Run 1, met4 routing:
Supply wires on this layer in gray.
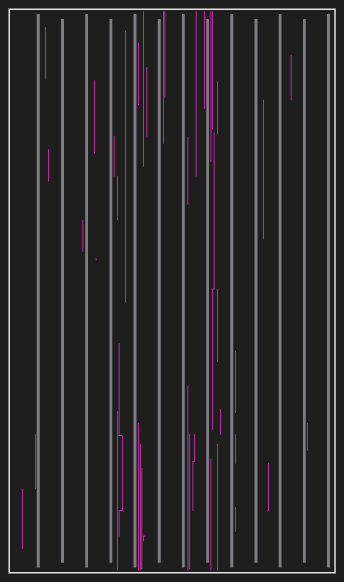
Run 1, routed clock nets over the placement:
The bar under the picture is 50 um long.
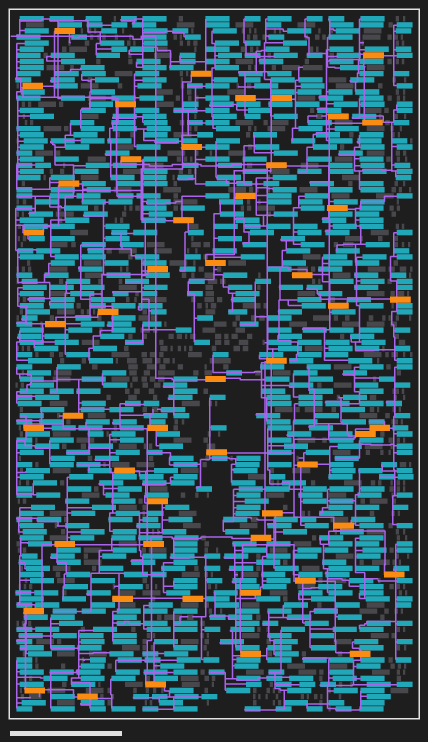
Run 1, clock wiring as the flow saved it:
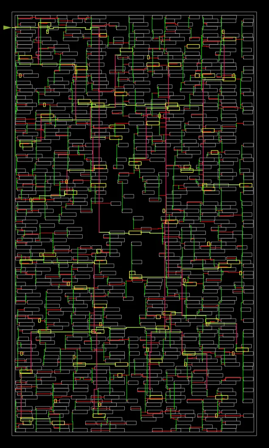
File: config.mk
export PLATFORM = sky130hd
export DESIGN_NAME = order_book_sched
export DESIGN_NICKNAME = d
export VERILOG_FILES = /design/src/rtl/order_book_sched.sv
export SDC_FILE = /design/constraint.sdc
export NUM_CORES = 1
export LEC_CHECK = 0
export CELL_PAD_IN_SITES_DETAIL_PLACEMENT = 1
export CELL_PAD_IN_SITES_GLOBAL_PLACEMENT = 1
export CORE_ASPECT_RATIO = 1.75
export CORE_MARGIN = 2
export CORE_UTILIZATION = 55
export CTS_CLUSTER_DIAMETER = 50
export CTS_CLUSTER_SIZE = 20
export DETAILED_ROUTE_END_ITERATION = 7
export DONT_BUFFER_PORTS = 1
export PLACE_DENSITY_LB_ADDON = 0.1
export SLEW_MARGIN = 15
export SYNTH_ARGS = -nofsm -noshare
export SYNTH_HDL_FRONTEND = slang
export SYNTH_SLANG_ARGS = --single-unit
export TNS_END_PERCENT = 10
File: constraint.sdc
create_clock -name clkIn -period 18 [get_ports clkIn]
set_input_delay 1.8 -clock clkIn [delete_from_list [all_inputs] [get_ports clkIn]]
set_output_delay 1.8 -clock clkIn [all_outputs]
set_load 0.1 [all_outputs]
File: src/rtl/order_book_sched.sv
// order_book_sched: two-queue (add / delete-execute) round-robin issue scheduler feeding an order book.
// Ports: clkIn/rstNIn (sync active-low); add*/del* valid-ready request channels with payload;
// addValidOut/delExecValidOut one-cycle issue strobes with held field outputs; busyOut.
// Optional ORDER_BOOK_SCHED_STATS_EN adds issueCntOut/stallCntOut counters.
module order_book_sched #(
    parameter int FIFO_DEPTH = 4,
    parameter int ISSUE_GAP  = 4
) (
    input  logic        clkIn,
    input  logic        rstNIn,
    input  logic        addValidIn,
    output logic        addReadyOut,
    input  logic [15:0] addLocateIn,
    input  logic [31:0] addPriceIn,
    input  logic [31:0] addSharesIn,
    input  logic        addBuySellIn,
    input  logic        delValidIn,
    output logic        delReadyOut,
    input  logic [15:0] delLocateIn,
    input  logic [31:0] delPriceIn,
    input  logic [31:0] delSharesIn,
    input  logic        delBuySellIn,
    output logic        addValidOut,
    output logic        delExecValidOut,
    output logic [15:0] locateOut,
    output logic [31:0] priceOut,
    output logic [31:0] sharesOut,
    output logic        buySellOut,
    output logic [15:0] mapLocateOut,
    output logic [31:0] mapPriceOut,
    output logic [31:0] mapSharesOut,
    output logic        mapBuySellOut,
`ifdef ORDER_BOOK_SCHED_STATS_EN
    output logic [31:0] issueCntOut,
    output logic [31:0] stallCntOut,
`endif
    output logic        busyOut
);
    localparam int AW = $clog2(FIFO_DEPTH);
    localparam int GW = $clog2(ISSUE_GAP + 1);

    typedef struct packed {
        logic [15:0] locate;
        logic [31:0] price;
        logic [31:0] shares;
        logic        buy_sell;
    } msg_t;

    typedef enum logic [1:0] {IDLE, ISSUE, GAP} state_t;

    state_t        state_q, state_d;
    logic [GW-1:0] gap_cnt_q, gap_cnt_d;
    logic          last_add_q, last_add_d;
    logic [AW:0]   add_wp_q, add_wp_d, add_rp_q, add_rp_d;
    logic [AW:0]   del_wp_q, del_wp_d, del_rp_q, del_rp_d;
    msg_t          add_mem_q [FIFO_DEPTH];
    msg_t          del_mem_q [FIFO_DEPTH];
    msg_t          add_out_q, add_out_d, del_out_q, del_out_d;
    logic          add_stb_q, add_stb_d, del_stb_q, del_stb_d;
    logic          add_empty, add_full, del_empty, del_full;
    logic          add_push, del_push, go, grant_add;

    // The grant is taken and the head popped on the edge leaving IDLE, so the strobe
    // and its payload are registered and appear during the single ISSUE cycle.
    // IDLE and ISSUE each take one cycle, so GAP lasts ISSUE_GAP-2 cycles to make
    // strobes exactly ISSUE_GAP apart; with ISSUE_GAP==2 ISSUE returns straight to IDLE.
    always_comb begin
        add_empty  = add_wp_q == add_rp_q;
        del_empty  = del_wp_q == del_rp_q;
        add_full   = (add_wp_q[AW] != add_rp_q[AW]) && (add_wp_q[AW-1:0] == add_rp_q[AW-1:0]);
        del_full   = (del_wp_q[AW] != del_rp_q[AW]) && (del_wp_q[AW-1:0] == del_rp_q[AW-1:0]);
        add_push   = addValidIn && !add_full;
        del_push   = delValidIn && !del_full;
        go         = (state_q == IDLE) && !(add_empty && del_empty);
        grant_add  = !add_empty && (del_empty || !last_add_q);
        add_stb_d  = go && grant_add;
        del_stb_d  = go && !grant_add;
        add_wp_d   = add_wp_q + (AW+1)'(add_push);
        del_wp_d   = del_wp_q + (AW+1)'(del_push);
        add_rp_d   = add_rp_q + (AW+1)'(add_stb_d);
        del_rp_d   = del_rp_q + (AW+1)'(del_stb_d);
        add_out_d  = add_stb_d ? add_mem_q[add_rp_q[AW-1:0]] : add_out_q;
        del_out_d  = del_stb_d ? del_mem_q[del_rp_q[AW-1:0]] : del_out_q;
        last_add_d = go ? grant_add : last_add_q;
        gap_cnt_d  = (state_q == GAP) ? gap_cnt_q + 1'b1 : '0;
        state_d    = go ? ISSUE :
                     (state_q == ISSUE) ? ((ISSUE_GAP > 2) ? GAP : IDLE) :
                     ((state_q == GAP) && (gap_cnt_q == GW'(ISSUE_GAP - 3))) ? IDLE : state_q;
    end

    always_ff @(posedge clkIn) begin
        if (!rstNIn) begin
            state_q    <= IDLE;
            gap_cnt_q  <= '0;
            last_add_q <= 1'b0;
            add_wp_q   <= '0;
            add_rp_q   <= '0;
            del_wp_q   <= '0;
            del_rp_q   <= '0;
            add_out_q  <= '0;
            del_out_q  <= '0;
            add_stb_q  <= 1'b0;
            del_stb_q  <= 1'b0;
        end else begin
            state_q    <= state_d;
            gap_cnt_q  <= gap_cnt_d;
            last_add_q <= last_add_d;
            add_wp_q   <= add_wp_d;
            add_rp_q   <= add_rp_d;
            del_wp_q   <= del_wp_d;
            del_rp_q   <= del_rp_d;
            add_out_q  <= add_out_d;
            del_out_q  <= del_out_d;
            add_stb_q  <= add_stb_d;
            del_stb_q  <= del_stb_d;
        end
        if (add_push) add_mem_q[add_wp_q[AW-1:0]] <= {addLocateIn, addPriceIn, addSharesIn, addBuySellIn};
        if (del_push) del_mem_q[del_wp_q[AW-1:0]] <= {delLocateIn, delPriceIn, delSharesIn, delBuySellIn};
    end

    assign addReadyOut     = !add_full;
    assign delReadyOut     = !del_full;
    assign busyOut         = (state_q != IDLE) || !add_empty || !del_empty;
    assign addValidOut     = add_stb_q;
    assign delExecValidOut = del_stb_q;
    assign {locateOut, priceOut, sharesOut, buySellOut}             = add_out_q;
    assign {mapLocateOut, mapPriceOut, mapSharesOut, mapBuySellOut} = del_out_q;

`ifdef ORDER_BOOK_SCHED_STATS_EN
    logic [31:0] issue_cnt_q, issue_cnt_d, stall_cnt_q, stall_cnt_d;

    // A stall cycle counts once even if both requesters are blocked.
    always_comb begin
        issue_cnt_d = issue_cnt_q + 32'(go);
        stall_cnt_d = stall_cnt_q + 32'((addValidIn && add_full) || (delValidIn && del_full));
    end

    always_ff @(posedge clkIn) begin
        if (!rstNIn) begin
            issue_cnt_q <= '0;
            stall_cnt_q <= '0;
        end else begin
            issue_cnt_q <= issue_cnt_d;
            stall_cnt_q <= stall_cnt_d;
        end
    end

    assign issueCntOut = issue_cnt_q;
    assign stallCntOut = stall_cnt_q;
`endif
endmodule

==> results.toml, run 1 <==
# yosys + openroad results
[power]
cellPowerDensity_nw_per_um2 = 171
p_seq_frac = 0.630
power_leader = "registers"
p_sw_frac = 0.421
clkPwrFrac = 0.218
comb_power_mw = 0.851
p_switching_mw = 2.35
comb_power_share = 0.153
p_seq_mw = 3.51

[global_route]
overflow = 0
gr-usage-met1 = 0.255
grt_usage = 0.229
use_met3 = 0.0768
antenna_found_initial = 2
grt_max_degree = 343
grt_pass1_wl_mm = 98.2
use_met2 = 0.410

[setup_path]
critPathTopFamily = "flip-flops"
ff2ff_path_depth = 6
regToRegSetupSlack_ns = 13.81
worst-setup-path-type = "register to primary output"
crit_path_max_fanout = 46
path_cells = "xnor2_2 -> nand3_1 -> nor2_1 -> nand2_1"
cp.required_ns = 16.20
crit_buf_inv = 0
cp_slowest_cell = "dfxtp_4"
critical_path.endpoint_type = "primary output"
cp.depth = 4
arrival_ns = 2.81

[floorplan]
fp_util = 0.553
num_io_pins = 333
rows = 114
fp.dieW_um = 182
die_y_um = 315
core_sq_um = 55100
tap_cells = 696

[layout]
comb_area_sq_um = 6750
nNonClkBuffers = 25
stdcell_area_sq_um = 32600
n_fill_cell = 4695
layout_top_cells = "648 x edfxtp_1, 178 x dfxtp_1, 167 x nand2_1, 162 x mux4_2, 162 x nand4_1"
layout.cells.most_common = "edfxtp_1"
diodes = 0
fin_nets = 1806
largest_class = "flip-flops and latches"
inv_count = 3
seq_cell_count = 830
area_growth_pct = 6.91
final-clk-cell-share = 0.0502
final-nonclk-buf-share = 0.00576
logic_gates = 719
comb_area_share = 0.207
seqCellArea_sq_um = 23100

[final_timing]
slew_viol_final = 0
setup-violations-final = 0
tightest_slew_ns = 1.14
finalCritPeriodShare = 0.256
relSlewSlack = 0.240
rsz0062_at_grt = "false"
period_needed_ns = 4.61
hold_viol_final = 0
fmax_mhz = 217

[synthesis]
ys_area_sq_um = 30500
syn_nets = 1856
ys_seq_share = 0.758
syn_area_sq_um = 30500
async_reset_ff_frac = 0
synth_area_per_cell_sq_um = 18.1
ys.flops = 830
topCombFamilyByArea = "multiplexers"
ys_warn_count = 0
mux_area_frac = 0.120
synthesis.instances = 1680
simple_gate_share = 0.0610
fa_ha_area_frac = 0.00411
xor_share = 0.00394
ys_sh_aoi = 0.0301
ys.flop_type = "edfxtp_1"
post-synth-top-area-cell = "edfxtp_1"
area_leaders = "edfxtp_1 64%, mux4_2 12%, dfxtp_1 12%, nand4_1 3.3%, o21ai_1 2.5%"
yosysCellCount = 1680

[clock_tree]
hold_buffers = 0
post_cts_resize_count = 0
cts_setup_buffers = 0
cts_tree = "done"
clk_pin_slew_ns = 0.08
htreeDepth = 2
numCtsBuffers = 51

[drt]
ant_nets = 0
wl_met3_mm = 5.46
highest_layer = "met5"
wl_met2_mm = 34.3
wl_per_cell_um = 27.5
drc = 0
drt_first_iter_violations = 872
met1_length_mm = 23.0

[place]
hpwlAfterDp_mm = 38.0
dpl_cell_area_sq_um = 30900
preCtsSetupSlack_ns = 13.76
port_buffers = 0

[hold_path]
min_path_cells = 1
min_path_type = "register to register"

[run_status]
status = "finished clean"

[run]
warnings = 29
## Picture notes: 'met4 routing'
share of all routed wire	3.4%
wire length on this layer	2220 um
longest straight run	152 um
main direction	vertical
DR vias: 14700
WL final: 65.1 mm

## Picture notes: 'routed clock nets over the placement'
[orange] clock drivers | count: 51
[cyan] flip-flops | count: 830
[purple] clock wires | length: 8380 um
flops lie	spread over the die
routed clock nets	52
clk_lat worst skew: 0.61 ns
clock skew: 0.0289 ns
Clock Power: 1.21 mW

## Picture notes: 'clock wiring as the flow saved it'
clock buffers: 80
TritonCTS Sinks: 830

-- run 1: state kept, by name, indices dropped and copies added (netlist names), 16 cells and up --
register,cells
mapLocateOut,16
mapPriceOut,32
del_mem_q,324
priceOut,32
add_mem_q,324
sharesOut,32
mapSharesOut,32
locateOut,16
-- run 1: path summary, 6_finish.rpt --
check                      to    startpoint
max                   busyOut   add_rp_q[0]
max reg2reg  del_mem_q[3][25]   del_rp_q[1]
min reg2reg      gap_cnt_q[0]  gap_cnt_q[0]
min              gap_cnt_q[0]  gap_cnt_q[0]
-- run 1: through the flow --
stage                     hold WS, ns  std cells  power, mW
after CTS                       0.459       2367       5.64
after global routing            0.497       2367       5.77
after global placement          0.432       2273       4.40
after detailed placement        0.441       2273       4.43
after floorplan                 0.421       1680       4.23
final                           0.456       2367       5.58
==> run 2, diff against run 1 <==
- CORE_UTILIZATION: 55 -> 54
- clock period: 18 -> 4.6 ns (I/O delays scaled with it)
==> run 2 against run 1 <==
Compared with the run above:
- synthesized cell count unchanged
- final cell count increased by 7.7%
- utilization rose by 2.2 points
- sequential share of layout area fell by 3.6 points
- global-route usage is 1.2 points higher
==> results.toml, run 2 <==
# yosys + openroad results
[setup_path]
arrival_ns = 3.60
regToRegSetupSlack_ns = 1.26
cpPeakStageDelay_ns = 0.70
crit_start = "del_rp_q[1]"
crit_buf_inv = 3
ff2ff_path_depth = 7
worstSetupStartpointType = "register"
cp_slowest_cell = "dfxtp_4"
path_cells = "xor2_1 -> or3_1 -> buf_4 -> nand2_1 -> inv_2 -> and3_4 -> buf_12"
crit_end = "del_mem_q[3][55]"
crit_path_max_fanout = 43
r2r_start = "del_rp_q[1]"
critPathTopFamily = "simple AND/OR/NAND/NOR gates"
reg2reg_to = "del_mem_q[3][55]"
cp.required_ns = 4.86
critical_path.endpoint_type = "register"
worst-setup-path-type = "register to register"
cp.depth = 7

[global_route]
overflow = 0
grt_usage = 0.241
use_met3 = 0.0546
grt_pass1_wl_mm = 106
gr-usage-met1 = 0.288
grt_max_degree = 333
grt_pass1_vias = 17300
grt_most_used_layer = "met2"
antenna_found_initial = 14
use_met2 = 0.431

[synthesis]
syn_area_sq_um = 30500
synth_area_per_cell_sq_um = 18.1
syn_nets = 1856
synth.top_cell.area_share = 0.639
fa_ha_area_frac = 0.00411
simple_gate_share = 0.0610
xor_share = 0.00394
synth-edff-count = 648
ys.flop_type = "edfxtp_1"
ys_sh_aoi = 0.0301
ys_warn_count = 0
yosysCellCount = 1680
mux_area_frac = 0.120
area_leaders = "edfxtp_1 64%, mux4_2 12%, dfxtp_1 12%, nand4_1 3.3%, o21ai_1 2.5%"
most_common_cell = "edfxtp_1"
ys_seq_share = 0.758
ys.flops = 830
async_reset_ff_frac = 0
post-synth-top-area-cell = "edfxtp_1"
netlist_top_cells_count = "648 x edfxtp_1, 182 x dfxtp_1, 167 x nand2_1"
ys_area_sq_um = 30500
topCombFamilyByArea = "multiplexers"
synthesis.instances = 1680
synth_cell_types = 38

[run]
cap_violations = 0
warnings = 30

[floorplan]
rows = 115
core_sq_um = 56000
die_y_um = 318
chipArea_sq_um = 58400
fp.dieW_um = 184
num_io_pins = 333
fp_util = 0.544

[drt]
wl_per_cell_um = 27.1
met1_length_mm = 26.3
vias_per_cell = 6.12
drc = 0
wl_met2_mm = 36.8
drt_first_iter_violations = 1125
drtPass1Iterations = 5
wl_met3_mm = 4.36
highest_layer = "met5"
ant_nets = 0

[final_timing]
rsz0062_at_grt = "false"
fin_ws_ns = 1.26
slew_viol_final = 0
relSlewSlack = 0.254
period_needed_ns = 3.34
hold_slack_ns = 0.0126
tightest_slew_ns = 1.12
setup-violations-final = 0
fin_setup_tns_ns = 0
finalCritPeriodShare = 0.727
fmax_mhz = 299
hold_viol_final = 0

[clock_tree]
htreeDepth = 2
cts_buffer_depth = 3
cts_sinks = 830
cts_setup_buffers = 0
cts_tree = "done"
clk_pin_slew_ns = 0.08
cts_root_buf = "clkbuf_16"
clk_latency_ns = 0.59

[hold_path]
min_path_cells = 2
hp-start = "rstNIn"
hold_end = "priceOut[13]"
min_path_type = "input port to register"

[power]
p_leak_nw = 10.8
ir_worst_vdd_uv = 463
p_int_mw = 12.7
p_total_mw = 22.1
p_seq_frac = 0.622
comb_power_share = 0.167
p_switching_mw = 9.38
p_sw_frac = 0.425
cellPowerDensity_nw_per_um2 = 643
clkPwrFrac = 0.211

[layout]
stdcell_area_sq_um = 34300
fin_nets = 1972
finalNonFillerCells = 2549
area_growth_pct = 12.7
layout_top_cells = "648 x edfxtp_1, 178 x dfxtp_1, 167 x nand2_1, 163 x dlygate4sd3_1"
layout.cells.most_common = "edfxtp_1"
drive_gt1_frac = 0.157

[place]
preCtsSetupSlack_ns = 1.21
port_buffers = 0
hpwlAfterDp_mm = 40.3
place_congestion = 0.740
dpl_cell_area_sq_um = 31100
dpl.cell_count = 2283

[run_status]
status = "finished clean"
[run 2: cell counts after synthesis]
No cell type changed its count.
[run 2: power by group through the flow]
stage	Sequential [mW]	Clock (mW)	Combinational, mW
6_report	13.7	4.65	3.69
4_1_cts	13.7	4.77	3.76
5_1_grt	13.8	5.00	4.03
3_3_place_gp	13.9	0	3.47
2_1_floorplan	13.5	0	3.05
3_5_place_dp	13.9	0	3.56
[run 2: layout make-up]
type,count,area (sq um)
antenna,10,25.0
inverter,3,11.3
fill,4783,21600
multi-input combinational,719,6780
sequential,830,23100
timing repair buffer,192,1940
clock buffer,79,1430
tap,702,878
clock inverter,14,143
[run 2: timing repair]
item / in CTS / in global routing
hold endpoints to repair: 656 / 0
gates resized: 0 / 0
hold buffers: 163 / 0
Run 2, met4 routing:
Supply wires on this layer in gray.
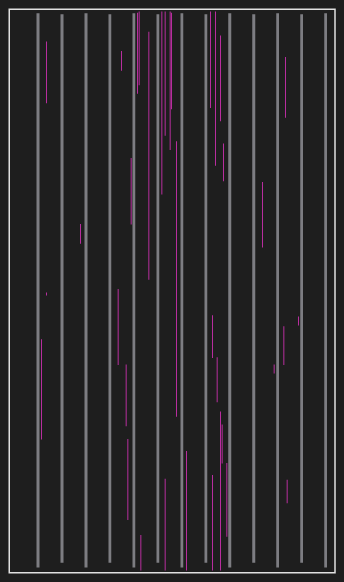
DR vias: 15600
WL final: 69.2 mm

Run 2, sequential cells grouped by signal name:
Other sequential cells in the stronger gray, the rest of the logic in the fainter gray.
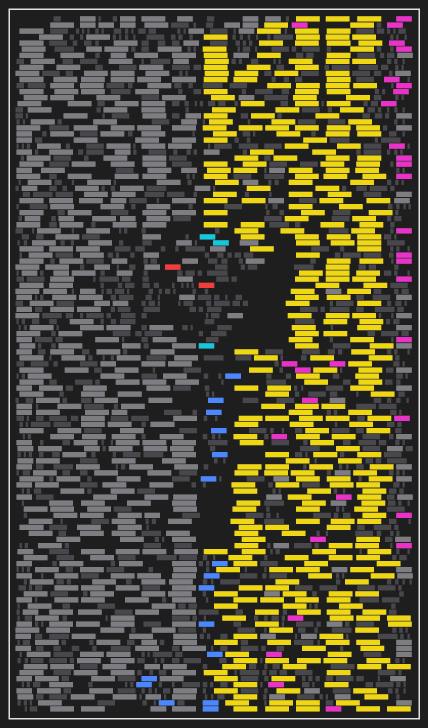
color	netlist name	sequential cells
yellow	add_mem_q	324
cyan	add_wp_q	3
red	state_q	2
magenta	sharesOut	32
blue	mapLocateOut	16
not colored	453
Seq. pwr: 13.7 mW
sequential cell area share: 0.673
Flop area: 23100 sq um
final core occ: 0.613

Run 2, clock wiring as the flow saved it:
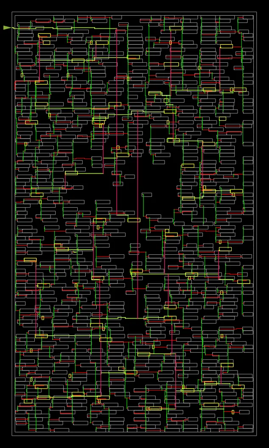
flop count: 830
clock buffers: 79
CTS buffer count: 50
clock skew: 0.0201 ns
Clock Power: 4.65 mW

Power and IR drop assume default switching activity.
